==> config.mk <==
export PLATFORM = sky130hd
export DESIGN_NAME = uart_tx_scheduler
export DESIGN_NICKNAME = d
export VERILOG_FILES = /design/src/rtl/uart_tx_scheduler.sv
export SDC_FILE = /design/constraint.sdc
export NUM_CORES = 1
export LEC_CHECK = 0
export CORE_AREA = 2 2 86 88
export DETAILED_ROUTE_END_ITERATION = 8
export DIE_AREA = 0 0 88 90
export GPL_TIMING_DRIVEN = 0
export HOLD_SLACK_MARGIN = 0.03
export PLACE_DENSITY = 0.8
export SLEW_MARGIN = 10
export SYNTH_ARGS = -nofsm -noshare
export SYNTH_HDL_FRONTEND = slang
export SYNTH_SLANG_ARGS = --single-unit
==> constraint.sdc <==
create_clock -name a -period 3 [get_ports a]
set_clock_uncertainty 0.1 [all_clocks]
set_input_delay 0.6 -clock a [delete_from_list [all_inputs] [get_ports a]]
set_output_delay 0.6 -clock a [all_outputs]
set_load 0.01 [all_outputs]
==> src/rtl/uart_tx_scheduler.sv <==
// uart_tx_scheduler: round-robin share of one UART byte stream among NREQ requesters, each packet followed by its CRC-16 (MSB byte first)
module uart_tx_scheduler #(
  parameter int NREQ = 4,
  parameter int LEN_W = 8,
  parameter logic [15:0] CRC_POLY = 16'h1021,
  parameter logic [15:0] CRC_INIT = 16'hFFFF
) (
  input  logic                   a,
  input  logic                   b,
  input  logic [NREQ-1:0]        req_valid,
  input  logic [NREQ*LEN_W-1:0]  req_len,
  input  logic [NREQ*8-1:0]      req_data,
  output logic [NREQ-1:0]        req_ready,
  output logic [NREQ-1:0]        grant,
  output logic                   busy,
  output logic [7:0]             tx_data,
  output logic                   tx_valid,
  input  logic                   tx_ready,
  output logic [15:0]            crc_out,
  output logic                   crc_done
);
  localparam int IW = $clog2(NREQ);
  typedef enum logic [1:0] {IDLE, PAYLOAD, CRC_HI, CRC_LO} state_t;
  state_t state;
  logic [IW-1:0] rr_ptr, g, pick;
  logic [IW:0] s;
  logic found;
  logic [LEN_W-1:0] cnt, pick_len;
  logic [15:0] crc;
  logic [7:0] cur_byte;
  function automatic logic [15:0] crc_byte(input logic [15:0] c, input logic [7:0] d);
    logic [15:0] r;
    r = c ^ {d, 8'h00};
    for (int i = 0; i < 8; i++) r = r[15] ? (r << 1) ^ CRC_POLY : r << 1;
    return r;
  endfunction
  // Scan downward so the last hit is the nearest requester at or after rr_ptr.
  always_comb begin
    found = 1'b0;
    pick = '0;
    s = '0;
    for (int k = NREQ - 1; k >= 0; k--) begin
      s = {1'b0, rr_ptr} + (IW+1)'(k);
      s = s >= (IW+1)'(NREQ) ? s - (IW+1)'(NREQ) : s;
      if (req_valid[s[IW-1:0]]) begin
        found = 1'b1;
        pick = s[IW-1:0];
      end
    end
  end
  assign pick_len  = LEN_W'(req_len >> (pick * LEN_W));
  assign cur_byte  = 8'(req_data >> (g * 8));
  assign busy      = state != IDLE;
  assign tx_valid  = state != IDLE;
  assign tx_data   = state == PAYLOAD ? cur_byte : state == CRC_HI ? crc[15:8] : state == CRC_LO ? crc[7:0] : 8'h00;
  assign req_ready = (state == PAYLOAD && tx_ready) ? grant : '0;
  always_ff @(posedge a or posedge b)
    if (b) begin
      state    <= IDLE;
      rr_ptr   <= '0;
      g        <= '0;
      grant    <= '0;
      cnt      <= '0;
      crc      <= '0;
      crc_out  <= '0;
      crc_done <= 1'b0;
    end else begin
      crc_done <= 1'b0;
      case (state)
        IDLE: if (found) begin
          g     <= pick;
          grant <= NREQ'(1) << pick;
          cnt   <= pick_len;
          crc   <= CRC_INIT;
          state <= pick_len != '0 ? PAYLOAD : CRC_HI;
        end
        PAYLOAD: if (tx_ready) begin
          crc <= crc_byte(crc, cur_byte);
          cnt <= cnt - 1'b1;
          if (cnt == LEN_W'(1)) state <= CRC_HI;
        end
        CRC_HI: if (tx_ready) state <= CRC_LO;
        CRC_LO: if (tx_ready) begin
          state    <= IDLE;
          grant    <= '0;
          crc_out  <= crc;
          crc_done <= 1'b1;
          rr_ptr   <= g == IW'(NREQ - 1) ? '0 : g + 1'b1;
        end
        default: state <= IDLE;
      endcase
    end
endmodule

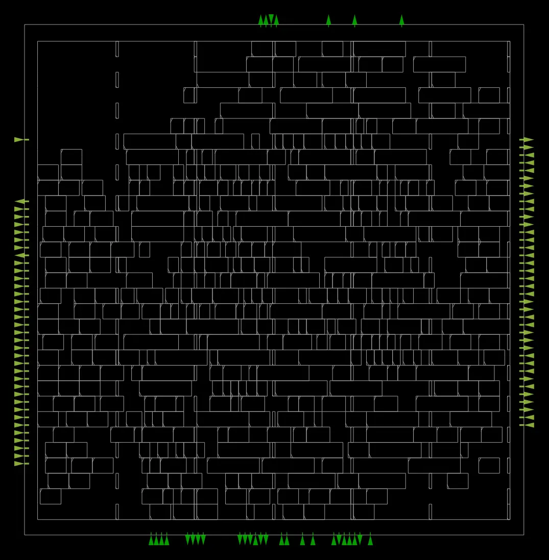
Figure 1: cell outlines without signal wires.
core footprint: 0.007020 mm^2
flip-flops: 51
final instance count without filler cells: 539
final core utilization: 64.77%

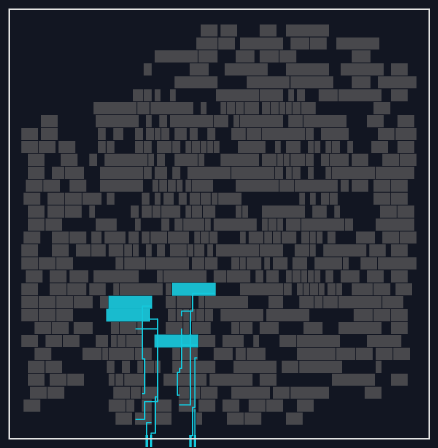
Figure 2: wires at chosen ports, followed through buffers.
Cyan is `grant`, bits 4, direction output, edge bottom, end cells 4, buffers 4, wire 143 um.

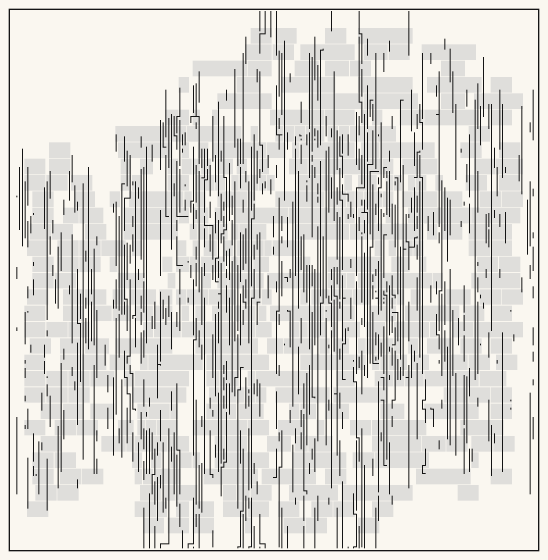
Figure 3: the metal 2 layer.
Cells faint in the background.
The longest straight run is 46.6 um. 437 nets have wire on it. The layer carries 4480 um of wire. The layer holds 52% of the routed length.
drt total wl: 8.674 mm
vias: 2919
met2 layer usage reported by global route: 39.52%

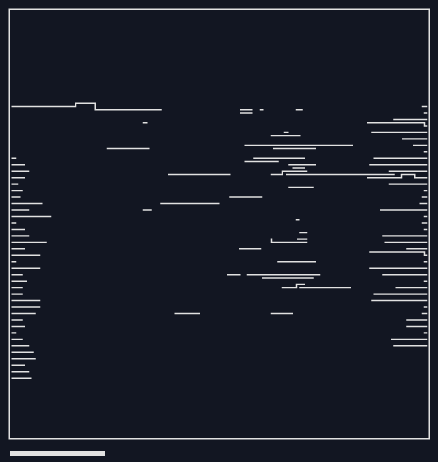
Figure 4: signal wires on met3.
Bar = 20 um.
The layer holds 6.8% of the routed length. 95 nets have wire on it. The longest straight run is 22.5 um. The wires run mostly horizontal. The layer carries 591 um of wire.

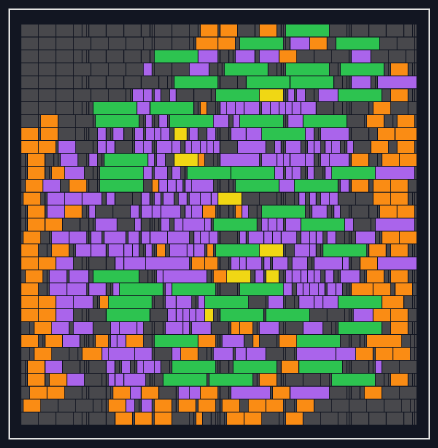
Figure 5: placed cells, one colour a class.
Fill, decap, tap and diode cells in grey.
Orange is other buffers and delay cells, cells 123. Green is flip-flops, cells 51. Purple is all other logic, cells 258. Yellow is clock drivers and dummy loads, cells 8.

==> results.txt <==
Transition time at the pin with the least slew margin - 0.6233 ns
GRT Residual Overflow - 0
Routability Congestion - 0.9166
Power density relative to cell area - 967.0 mW/mm^2
Antenna violations before repair - 0
Hold-critical path endpoint - crc_out[10]
End of the critical path - tx_data[6]
Placed insts - 533
Number of enable-type register cells in the synthesized netlist - 0
Vias in the first global route - 2918
Share of cells above drive strength 1 - 14.55%
Instance count of the mapped netlist - 329
Most used cell, CP - clkdlybuf4s50_1
Path category of the worst min-delay check - reg -> reg
Reg2reg start - state[0]
Maximum fanout along the worst path - 2
Wirelength per Cell - 16.09 um
Arrival @ worst endpoint - 2.19 ns
Achievable clock frequency - 346.1 MHz
Synthesized Nets - 408
Number of buffers added on ports - 104
First-pass GRT wire length - 14.05 mm
Number of fill cells - 576
R2r setup slk - 0.47 ns
Resize count post-CTS - 11
Synth Area in Adders - 3.108%
Depth of the CTS H-tree - 2
Final-layout setup total negative slack - 0 ns
Count of instantiated cells in the yosys netlist - 329
Dpl hpwl - 6.768 mm
Total I/O pin count - 106
Combinational family with the most area after synthesis - multiplexers
Synth flops - 51
Detailed Routing Iterations Pass 1 - 5
Largest registers - crc: 16 flops, crc_out: 16 flops, cnt: 8 flops
Final worst path period share - 96.30%
Type of destination of the critical path - output port
Netlist cell types - 39
Cell count of the worst hold path - 1
Share of flip-flops with an asynchronous set or reset - 100.0%
XOR/XNOR Fraction of Synth Area - 7.226%
Setup repair after global routing missed its margin - no
Critical path class - in -> out
Register Area - 0.001277 mm^2
Number of remaining DRC errors - 0
Cell row count - 31
Post-DP Area - 0.004405 mm^2
Share of the yosys chip area belonging to registers - 39.63%
Top logic cell by instance count in the layout - clkdlybuf4s50_1
Initial detailed-routing violation count - 170
# Max-Cap Violations - 0
Critical path startpoint category - input port
Per-instance average area after synthesis - 9.789 um^2
Min Clock Period, post-route - 2.889 ns
Slew margin rel. - 58.44%
Summed standard-cell area reported by yosys - 0.003221 mm^2
Initial core utilization - 45.87%
Via-per-instance ratio - 5.416
Run status - finished clean
Highest-count cells in the layout ignoring fill and taps - clkdlybuf4s50_1, dfrtp_1, a21oi_1, nor2_1, nand2_1
Maximum VDD drop - 0.3834 mV
Clock insertion delay at the later pin of the skew report - 0.30 ns
Clock slew seen by the registers of the worst setup and hold paths - 0.09 ns
Minimum setup slack in the final design - 0.1109 ns
TritonCTS clock tree - built
Multi-input combinational cell area - 0.001839 mm^2
Post-Place Setup Slack - -0.2007 ns
Mux frac, synth - 20.20%
Worst reg2reg endpoint - crc[10]
Number of warning messages in the logs - 32
Post-Synth Simple-Gate Area - 12.82%
Launching element of the worst setup path - req_data[6]
Final Max Tran Viols - 0
Slowest Stage Delay on Critical Path - 0.51 ns
Die Span X - 88 um
Number of CTS-inserted buffers - 5
Depth of the worst register-to-register path - 8
Count of buffers added by post-CTS timing repair for setup - 0
Synthesized-area fraction occupied by ao, oa, aoi and oai cells - 12.78%
Warnings from Yosys - 0
Chip area - 0.007920 mm^2
Data required time at the worst endpoint - 2.30 ns
Number of endpoints failing setup at the final stage - 0
Count of clock tree sinks - 51
Leakage power figure - 1.812 nW
Post-synthesis instance area - 0.003221 mm^2
Total non-filler cell area in the finished layout - 0.004547 mm^2
Height of the die - 90 um
Final Hold Vio Count - 0
Quantity of hold-fixing buffers added after cts - 0
Area growth syn-to-layout - 41.18%
Synth Flop Type - dfrtp_1
Aggregate global-route resource usage - 22.48%
Maximum count of clock buffers along a single path - 2
Routed Antenna Nets - 0
Startpoint of the worst hold path - crc_out[10]
Pin count of the biggest net entering global routing - 29
Series of cell instances along the critical path - clkdlybuf4s50_1 -> mux4_2 -> nand2_1 -> o21ai_0 -> clkdlybuf4s50_1
Root Driver - clkbuf_8
Cell at the slowest stage of the critical path - mux4_2
Net count, final - 518
# diodes - 0
## per-layer routing
metal,vias to the layer above,GRT usage [%],wire [um]
met5,-,0,0
met4,0,5.897,149
met3,15,3.857,590
met2,135,39.52,4478
met1,1394,28.07,3456
li1,1375,-,-
## cell usage after synthesis (11+ instances only)
cell type,instances,share of area (%)
a21oi_1,38,5.9
nand2_1,27,3.1
inv_1,11,1.3
o21ai_0,26,4.0
mux2_2,24,8.4
xnor2_1,13,3.5
dfrtp_1,51,40
mux2i_1,20,6.2
clkbuf_1,14,1.6
nor2_1,34,4.0
## critical path, delay by kind of cell
kind | cells | cell delay [ns]
simple gates | 1 | 0.10
compound gates | 1 | 0.09
mux | 1 | 0.51
buf+inv | 2 | 0.89
## kinds of logic (layout without fill, tap and decap cells)
family          after synthesis  in the layout
compound gates               74             74
xor+xnor                     24             24
fa+ha+maj                     8              8
buf+inv                      31            142
flops                        51             51
mux                          52             52
simple gates                 89             89
## per-stage QoR
| step | hold slack (ns) | power (mW) | utilization (%) |
|---|---|---|---|
| final | 0.4113 | 4.397 | 64.77 |
| after global routing | 0.4335 | 4.751 | 64.77 |
| after CTS | 0.4160 | 4.370 | 64.20 |
| after detailed placement | 0.3933 | 3.935 | 62.75 |
| after global placement | 0.3911 | 3.844 | 62.47 |
| after floorplan | 0.4228 | 2.958 | - |
## area by class of cell
cell class              instances  share of cell area, %
clock buffers                   5                  1.513
well taps                      99                  2.724
flip-flops and latches         51                  28.10
inverters                      11                 0.9081
clock inverters                 3                 0.4403
repair buffers                105                  23.56
multi-input cells             247                  40.45
plain buffers                  18                  2.312
## power by group
group / internal, mW / switching, mW
Clock: 0.163 / 0.234
Sequential: 0.937 / 0.240
Combinational: 1.38 / 1.44
Power figures rest on the tool's default switching activity, not on a simulated workload.
